**src/rtl/tank_move_sched_pkg.sv**
```systemverilog
// tank_pkg: shared definitions for the tank position scheduler and the renderer.
//   - dir_t       : 2-bit facing/move direction encoding
//   - POS_W/DIR_W : per-slot field widths of the packed position/direction buses
//   - X_MIN..Y_MAX: default playfield limits for the top-left corner of a tank
//   - pos_ext_t   : position widened by one bit for underflow-safe compares
//   - sched_state_t: scheduler FSM states
package tank_pkg;

  localparam int POS_W = 10;
  localparam int DIR_W = 2;

  localparam int X_MIN = 3;
  localparam int X_MAX = 609;
  localparam int Y_MIN = 1;
  localparam int Y_MAX = 449;

  typedef enum logic [DIR_W-1:0] {
    DIR_UP    = 2'd0,
    DIR_DOWN  = 2'd1,
    DIR_LEFT  = 2'd2,
    DIR_RIGHT = 2'd3
  } dir_t;

  typedef logic [POS_W:0] pos_ext_t;

  typedef enum logic [1:0] {
    S_IDLE   = 2'd0,
    S_SCAN   = 2'd1,
    S_UPDATE = 2'd2,
    S_DONE   = 2'd3
  } sched_state_t;

endpackage

```
**src/rtl/tank_move_sched_step_clamp.sv**
```systemverilog
// tank_step_clamp: combinational single-step mover with playfield clamping.
// Ports:
//   x, y    : current position
//   dir     : requested direction
//   nx, ny  : next position (unchanged when the step is clamped)
//   blocked : high when the candidate position falls outside the limits
module tank_step_clamp #(
  parameter int STEP  = 1,
  parameter int X_MIN = tank_pkg::X_MIN,
  parameter int X_MAX = tank_pkg::X_MAX,
  parameter int Y_MIN = tank_pkg::Y_MIN,
  parameter int Y_MAX = tank_pkg::Y_MAX
) (
  input  logic [tank_pkg::POS_W-1:0] x,
  input  logic [tank_pkg::POS_W-1:0] y,
  input  tank_pkg::dir_t             dir,
  output logic [tank_pkg::POS_W-1:0] nx,
  output logic [tank_pkg::POS_W-1:0] ny,
  output logic                       blocked
);
  import tank_pkg::*;

  // One extra bit so that 0 - STEP wraps to a huge value and fails the
  // upper-bound check instead of sneaking past the lower one.
  localparam pos_ext_t STEP_C  = pos_ext_t'(STEP);
  localparam pos_ext_t X_MIN_C = pos_ext_t'(X_MIN);
  localparam pos_ext_t X_MAX_C = pos_ext_t'(X_MAX);
  localparam pos_ext_t Y_MIN_C = pos_ext_t'(Y_MIN);
  localparam pos_ext_t Y_MAX_C = pos_ext_t'(Y_MAX);

  pos_ext_t cand_s;

  // Candidate position on the move axis, accepted only inside the limits
  always_comb begin
    cand_s  = {(POS_W+1){1'b0}};
    nx      = x;
    ny      = y;
    blocked = 1'b0;
    case (dir)
      DIR_UP: begin
        cand_s = {1'b0, y} - STEP_C;
        if ((cand_s < Y_MIN_C) || (cand_s > Y_MAX_C)) blocked = 1'b1;
        else                                           ny = cand_s[POS_W-1:0];
      end
      DIR_DOWN: begin
        cand_s = {1'b0, y} + STEP_C;
        if ((cand_s < Y_MIN_C) || (cand_s > Y_MAX_C)) blocked = 1'b1;
        else                                           ny = cand_s[POS_W-1:0];
      end
      DIR_LEFT: begin
        cand_s = {1'b0, x} - STEP_C;
        if ((cand_s < X_MIN_C) || (cand_s > X_MAX_C)) blocked = 1'b1;
        else                                           nx = cand_s[POS_W-1:0];
      end
      DIR_RIGHT: begin
        cand_s = {1'b0, x} + STEP_C;
        if ((cand_s < X_MIN_C) || (cand_s > X_MAX_C)) blocked = 1'b1;
        else                                           nx = cand_s[POS_W-1:0];
      end
      default: begin
        nx      = x;
        ny      = y;
        blocked = 1'b0;
      end
    endcase
  end

endmodule

```
**src/rtl/tank_move_sched.sv**
```systemverilog
// tank_move_sched: frame-synchronous round-robin move scheduler that owns the
// authoritative x/y/facing state of every tank slot.
// Ports:
//   clk_25m, rst       : pixel clock, async active-high reset
//   frame_tick         : once-per-frame start pulse (vertical blanking)
//   tank_exist         : slot enables
//   move_req, move_dir : per-slot request level and direction, snapshotted at frame_tick
//   tank_x, tank_y     : packed 10-bit positions, slot i at [10i+:10]
//   tank_dir           : packed 2-bit facing, slot i at [2i+:2]
//   gnt, blocked       : one-hot grant pulse and coincident clamp flag
//   busy, frame_done   : schedule in progress / completion pulse
//   overrun            : frame_tick seen while a schedule was still running
module tank_move_sched #(
  parameter int N_TANK  = 5,
  parameter int MAX_UPD = 5,
  parameter int STEP    = 1,
  parameter int X_MIN   = tank_pkg::X_MIN,
  parameter int X_MAX   = tank_pkg::X_MAX,
  parameter int Y_MIN   = tank_pkg::Y_MIN,
  parameter int Y_MAX   = tank_pkg::Y_MAX,
  parameter int INIT_X  = 3,
  parameter int INIT_Y  = 1
) (
  input  logic                                clk_25m,
  input  logic                                rst,
  input  logic                                frame_tick,
  input  logic [N_TANK-1:0]                   tank_exist,
  input  logic [N_TANK-1:0]                   move_req,
  input  logic [tank_pkg::DIR_W*N_TANK-1:0]   move_dir,
  output logic [tank_pkg::POS_W*N_TANK-1:0]   tank_x,
  output logic [tank_pkg::POS_W*N_TANK-1:0]   tank_y,
  output logic [tank_pkg::DIR_W*N_TANK-1:0]   tank_dir,
  output logic [N_TANK-1:0]                   gnt,
  output logic                                blocked,
  output logic                                busy,
  output logic                                frame_done,
  output logic                                overrun
);
  import tank_pkg::*;

  localparam int IW = (N_TANK > 1) ? $clog2(N_TANK) : 1;
  localparam int CW = $clog2(MAX_UPD + 1);

  sched_state_t                        state_r, state_s;
  logic [N_TANK-1:0]                   pend_r, pend_s;
  logic [N_TANK-1:0][DIR_W-1:0]        dir_snap_r, dir_snap_s;
  logic [IW-1:0]                       idx_r, idx_s, idx_nxt_s, rr_ptr_r, rr_ptr_s;
  logic [CW-1:0]                       upd_cnt_r, upd_cnt_s;
  logic [N_TANK-1:0][POS_W-1:0]        x_r, x_s, y_r, y_s;
  logic [N_TANK-1:0][DIR_W-1:0]        dir_r, dir_s;
  logic [N_TANK-1:0]                   gnt_r, gnt_s;
  logic                                blocked_r, blocked_s;
  logic                                busy_r, busy_s;
  logic                                frame_done_r, frame_done_s;
  logic                                overrun_r, overrun_s;
  logic [POS_W-1:0]                    nx_s, ny_s;
  logic                                clamp_blk_s;

  assign idx_nxt_s = (idx_r == IW'(N_TANK - 1)) ? {IW{1'b0}} : idx_r + IW'(1);

  // Single shared datapath, steered to the slot currently being updated
  tank_step_clamp #(
    .STEP  (STEP),
    .X_MIN (X_MIN),
    .X_MAX (X_MAX),
    .Y_MIN (Y_MIN),
    .Y_MAX (Y_MAX)
  ) u_step_clamp (
    .x       (x_r[idx_r]),
    .y       (y_r[idx_r]),
    .dir     (dir_t'(dir_snap_r[idx_r])),
    .nx      (nx_s),
    .ny      (ny_s),
    .blocked (clamp_blk_s)
  );

  // Next-state and next-output logic of the scheduler
  always_comb begin
    state_s      = state_r;
    pend_s       = pend_r;
    dir_snap_s   = dir_snap_r;
    idx_s        = idx_r;
    upd_cnt_s    = upd_cnt_r;
    rr_ptr_s     = rr_ptr_r;
    x_s          = x_r;
    y_s          = y_r;
    dir_s        = dir_r;
    gnt_s        = {N_TANK{1'b0}};
    blocked_s    = 1'b0;
    busy_s       = busy_r;
    frame_done_s = 1'b0;
    overrun_s    = 1'b0;
    case (state_r)
      S_IDLE: begin
        if (frame_tick) begin
          pend_s     = move_req & tank_exist;
          dir_snap_s = move_dir;
          idx_s      = rr_ptr_r;
          upd_cnt_s  = {CW{1'b0}};
          busy_s     = 1'b1;
          state_s    = S_SCAN;
        end else begin
          busy_s  = 1'b0;
          state_s = S_IDLE;
        end
      end
      S_SCAN: begin
        overrun_s = frame_tick;
        if ((pend_r == {N_TANK{1'b0}}) || (upd_cnt_r == CW'(MAX_UPD))) begin
          state_s = S_DONE;
        end else if (pend_r[idx_r]) begin
          state_s = S_UPDATE;
        end else begin
          idx_s   = idx_nxt_s;
          state_s = S_SCAN;
        end
      end
      S_UPDATE: begin
        // A clamped move still turns the tank and still uses up budget
        overrun_s     = frame_tick;
        dir_s[idx_r]  = dir_snap_r[idx_r];
        x_s[idx_r]    = nx_s;
        y_s[idx_r]    = ny_s;
        blocked_s     = clamp_blk_s;
        gnt_s[idx_r]  = 1'b1;
        pend_s[idx_r] = 1'b0;
        upd_cnt_s     = upd_cnt_r + CW'(1);
        idx_s         = idx_nxt_s;
        state_s       = S_SCAN;
      end
      S_DONE: begin
        // Next frame resumes at the slot after the last one granted
        overrun_s    = frame_tick;
        rr_ptr_s     = idx_r;
        frame_done_s = 1'b1;
        busy_s       = 1'b0;
        state_s      = S_IDLE;
      end
      default: begin
        busy_s  = 1'b0;
        state_s = S_IDLE;
      end
    endcase
  end

  // State and output registers
  always_ff @(posedge clk_25m or posedge rst) begin
    if (rst) begin
      state_r      <= S_IDLE;
      pend_r       <= {N_TANK{1'b0}};
      dir_snap_r   <= {(DIR_W*N_TANK){1'b0}};
      idx_r        <= {IW{1'b0}};
      upd_cnt_r    <= {CW{1'b0}};
      rr_ptr_r     <= {IW{1'b0}};
      x_r          <= {N_TANK{POS_W'(INIT_X)}};
      y_r          <= {N_TANK{POS_W'(INIT_Y)}};
      dir_r        <= {(DIR_W*N_TANK){1'b0}};
      gnt_r        <= {N_TANK{1'b0}};
      blocked_r    <= 1'b0;
      busy_r       <= 1'b0;
      frame_done_r <= 1'b0;
      overrun_r    <= 1'b0;
    end else begin
      state_r      <= state_s;
      pend_r       <= pend_s;
      dir_snap_r   <= dir_snap_s;
      idx_r        <= idx_s;
      upd_cnt_r    <= upd_cnt_s;
      rr_ptr_r     <= rr_ptr_s;
      x_r          <= x_s;
      y_r          <= y_s;
      dir_r        <= dir_s;
      gnt_r        <= gnt_s;
      blocked_r    <= blocked_s;
      busy_r       <= busy_s;
      frame_done_r <= frame_done_s;
      overrun_r    <= overrun_s;
    end
  end

  assign tank_x     = x_r;
  assign tank_y     = y_r;
  assign tank_dir   = dir_r;
  assign gnt        = gnt_r;
  assign blocked    = blocked_r;
  assign busy       = busy_r;
  assign frame_done = frame_done_r;
  assign overrun    = overrun_r;

endmodule

```
**config.mk**
```make
export PLATFORM = sky130hd
export DESIGN_NAME = tank_move_sched
export DESIGN_NICKNAME = d
export VERILOG_FILES = /design/src/rtl/tank_move_sched_pkg.sv /design/src/rtl/tank_move_sched_step_clamp.sv /design/src/rtl/tank_move_sched.sv
export SDC_FILE = /design/constraint.sdc
export NUM_CORES = 1
export LEC_CHECK = 0
export ABC_AREA = 1
export CAP_MARGIN = 30
export CORE_MARGIN = 2
export CORE_UTILIZATION = 45
export DETAILED_ROUTE_END_ITERATION = 10
export PLACE_DENSITY = 0.68
export SLEW_MARGIN = 20
export SYNTH_ARGS = -nofsm -noshare
export SYNTH_HDL_FRONTEND = slang
export SYNTH_SLANG_ARGS = --single-unit
```
**constraint.sdc**
```tcl
create_clock -name clk_25m -period 11.3 [get_ports clk_25m]
set_clock_uncertainty 0.05 [all_clocks]
set_input_delay 1.13 -clock clk_25m [delete_from_list [all_inputs] [get_ports clk_25m]]
set_output_delay 1.13 -clock clk_25m [all_outputs]
set_load 0.02 [all_outputs]
```
==> notes.md, run 1 <==
Physical implementation

The insertion delay of the later-clocked pin in the worst-skew pair is 430 ps. The post-synthesis cell type with the largest combined area is sky130_fd_sc_hd__dfrtp_1. Per report_power, the Combinational row totals 2.95 mW. The die is 148.1 um tall. In this run the cell area of the synthesized design comes to 0.009350 mm2. On the critical path, the stage with the largest delay is an instance of sky130_fd_sc_hd__inv_2. The synthesized netlist cell count is 1,347. In the global route stage, met1 resource usage came out at 0.4204. The final layout report lists a filler cell count of 1,957. At the worst endpoint, the arrival time is 4180 ps. The final tally of setup violations is 0. The total wirelength of the detailed-routed design is 31.11 mm.

The required time of the worst setup path is 11,570 ps. The layout inverter count without the clock tree is 122. The async set-or-reset flop fraction in the synthesized netlist is 1.000. The number of antenna violations at the first check in global routing came to 0. The run finished with clean final reports.

The share of the Yosys chip area taken by registers is 0.3901. The predominant post-synthesis flop cell is sky130_fd_sc_hd__dfrtp_1. The number of instances resized during post-cts repair is 0. Per the final report, the share of cell area in clock cells is 0.05751.

The pin count of the biggest net entering global routing is 91. Hold repair after CTS inserted 0 buffers. The repair_antennas step left the layout with diodes totalling 0. The synthesis report lists the most area-consuming cells as sky130_fd_sc_hd__dfrtp_1, sky130_fd_sc_hd__nand2_1, sky130_fd_sc_hd__nand3_1. Across all setup checks in the final design, the least slack found is 7387 ps. The clock group total power is 0.652 mW.

The post-placement cell area is 0.01097 mm2. The net count of the finished layout is 1,511. Switching power as a fraction of the total was reported as 0.5380. The proportion of power drawn by the clock network is 0.147. The layer carrying the most global-route usage is met2.

The count of non-CTS buffers in the layout is 156. The final count of hold timing violations is 0. The largest non-sequential cell family by area is simple AND/OR/NAND/NOR gates. The class of the most critical setup path is flop to flop.

The number of warnings reported in the stage logs is 36. The total nets after synthesis is 1,385. The share of the core area taken by cells at floorplan is 0.4606. Of the total power, combinational logic draws 0.663. The run reported a max-capacitance violation count of 0. The number of DRC markers in iteration 0 is 924.

The first-pass GRT wire length is 49.74 mm. The fraction of synthesized cell area in xor and xnor cells is 0.006423. In this design, the largest share of critical-path delay is due to simple AND/OR/NAND/NOR gates.

The highest metal layer with signal wires is met4. The script logs the ratio of routed vias to standard cells as 5.371.
run_1/flops_by_reg.png
(2 px per um) Other sequential cells in the stronger grey, the rest of the logic in the fainter grey.
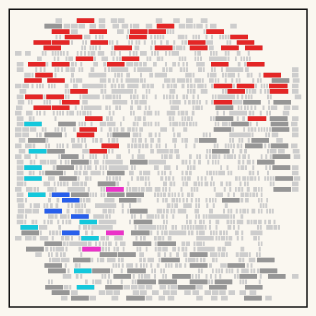
netlist name	colour	flops
tank_y	red	50
idx_r	magenta	3
tank_dir	cyan	10
pend_r	blue	5
not coloured	77
register cell area after layout: 0.003649 mm2
Power Sequential: 0.847 mW
final core utilization: 0.5734

run_1/logic_types.png
(2 px per um)
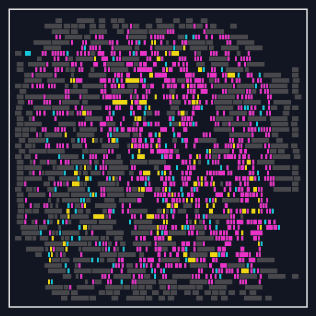
family	colour	cells
nor cells	yellow	106
nand cells	magenta	809
inv cells	cyan	122
commonest non-fill, non-tap cell in the layout: sky130_fd_sc_hd__nand2_1
combinational share of cell area: 0.4263
tally of non-filler cells in the final layout: 1,754

run_1/detail.png
Window x 62 to 87, y 32 to 57 um. Cells in grey, sequential cells in the stronger grey; small squares are vias.
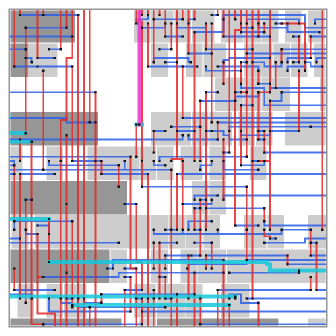
layer	colour
metal 1	blue
metal 3	cyan
metal 2	red
metal 4	magenta
sequential cells in the window	4
netlist names of flops here include	tank_x (4)
cells with their middle in the window	61
most frequent	nand2_1 (25), nand3_1 (8), nor2_1 (7)

run_1/congestion.png
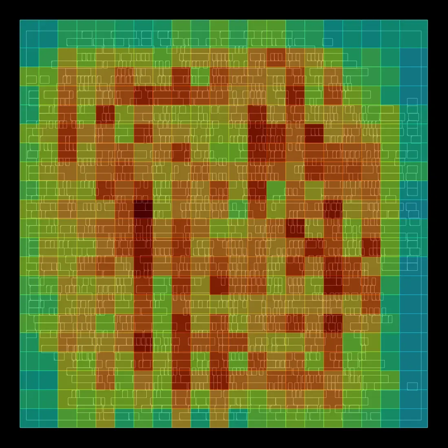

==> run 2: changes to the inputs <==
==> constraint.sdc (replaced) <==
create_clock -name clk_25m -period 3.7 [get_ports clk_25m]
set_clock_uncertainty 0.05 [all_clocks]
set_input_delay 0.37 -clock clk_25m [delete_from_list [all_inputs] [get_ports clk_25m]]
set_output_delay 0.37 -clock clk_25m [all_outputs]
set_load 0.02 [all_outputs]
run_2/congestion.png
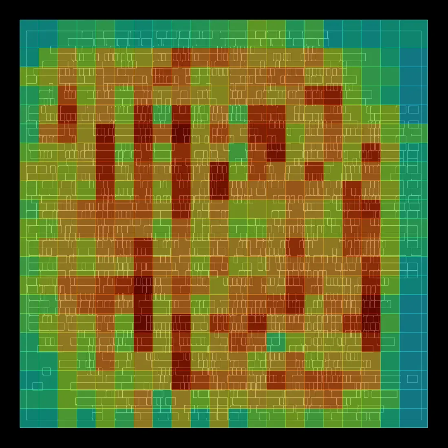
Tot GR Track Use: 0.2897
Wirelength per Cell: 17.72 um
met1 Use GR: 0.4207
GRT Max-Usage Layer: met2
final core utilization: 0.5811

run_2/flops_by_reg.png
(2 px per um) Other sequential cells in the stronger grey, the rest of the logic in the fainter grey.
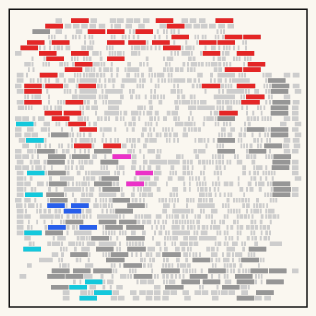
netlist name	colour	flops
pend_r	blue	5
tank_y	red	50
tank_dir	cyan	10
idx_r	magenta	3
not coloured	77
Power Sequential: 2.59 mW
fraction of standard cell area that is sequential: 0.3093

run_2/detail.png
Window x 62 to 87, y 32 to 57 um. Cells in grey, sequential cells in the stronger grey; small squares are vias.
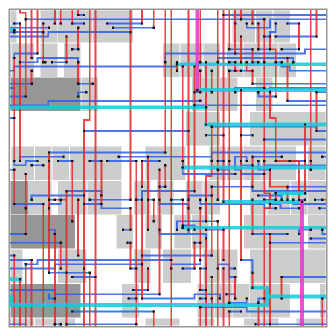
layer	colour
metal 1	blue
metal 4	magenta
metal 2	red
metal 3	cyan
most frequent	nand2_1 (22), inv_1 (7), nor2_1 (6)
sequential cells in the window	3
cells with their middle in the window	62
netlist names of flops here include	rr_ptr_r (2), tank_x (1)

==> run 2 against run 1 <==
Non-clock buffer count grew 27. Wire length grew 1.6%. Clock power grew to 2.7 times the previous value. Utilization grew 0.77 points. Die size is the same. Combinational power grew to 3.1 times the previous value. Synthesized cell count is the same. Area after synthesis is the same. Sequential share of layout area shrank 0.42 points. Largest cell class unchanged.
==> notes.md, run 2 <==
Physical implementation

Status: completed (unchanged). The dominant logic cell type in the layout is sky130_fd_sc_hd__nand2_1 (unchanged). The tally of max-capacitance violations is 0 (unchanged). The pin count of the biggest net entering global routing is 49 (was 91). The final worst setup slack is 235.8 ps (was 7387 ps). Cells taking the most area after synthesis: sky130_fd_sc_hd__dfrtp_1, sky130_fd_sc_hd__nand2_1, sky130_fd_sc_hd__nand3_1 (unchanged).

The post-synthesis sequential area ratio is 0.3901 (unchanged). The fraction of synthesized cell area in xor and xnor cells is 0.006423 (unchanged). The number of vias per cell after detailed routing is 5.367 (was 5.371). The insertion delay of the later-clocked pin in the worst-skew pair is 430 ps (about the same). The cell family contributing the most delay on the critical path is simple AND/OR/NAND/NOR gates (unchanged). The height of the chip is 148.1 um (unchanged). The proportion of power drawn by the clock network is 0.129 (was 0.147). The arrival time at the worst endpoint came to 3780 ps (was 4180 ps). The required time of the worst setup path was 4010 ps (was 11,570 ps). The number of antenna violations at the first check in global routing was 0 (unchanged). The layout inverter count without the clock tree is 122 (unchanged). The power in combinational cells came to 9.21 mW (was 2.95 mW). The logic share of the area is 0.4213 (was 0.4263).

The number of DRC markers in iteration 0 is 785 (was 924). The count of hold-fix buffers inserted at cts came to 0 (unchanged).
Power figures rest on the tool's default switching activity, not on a simulated workload.
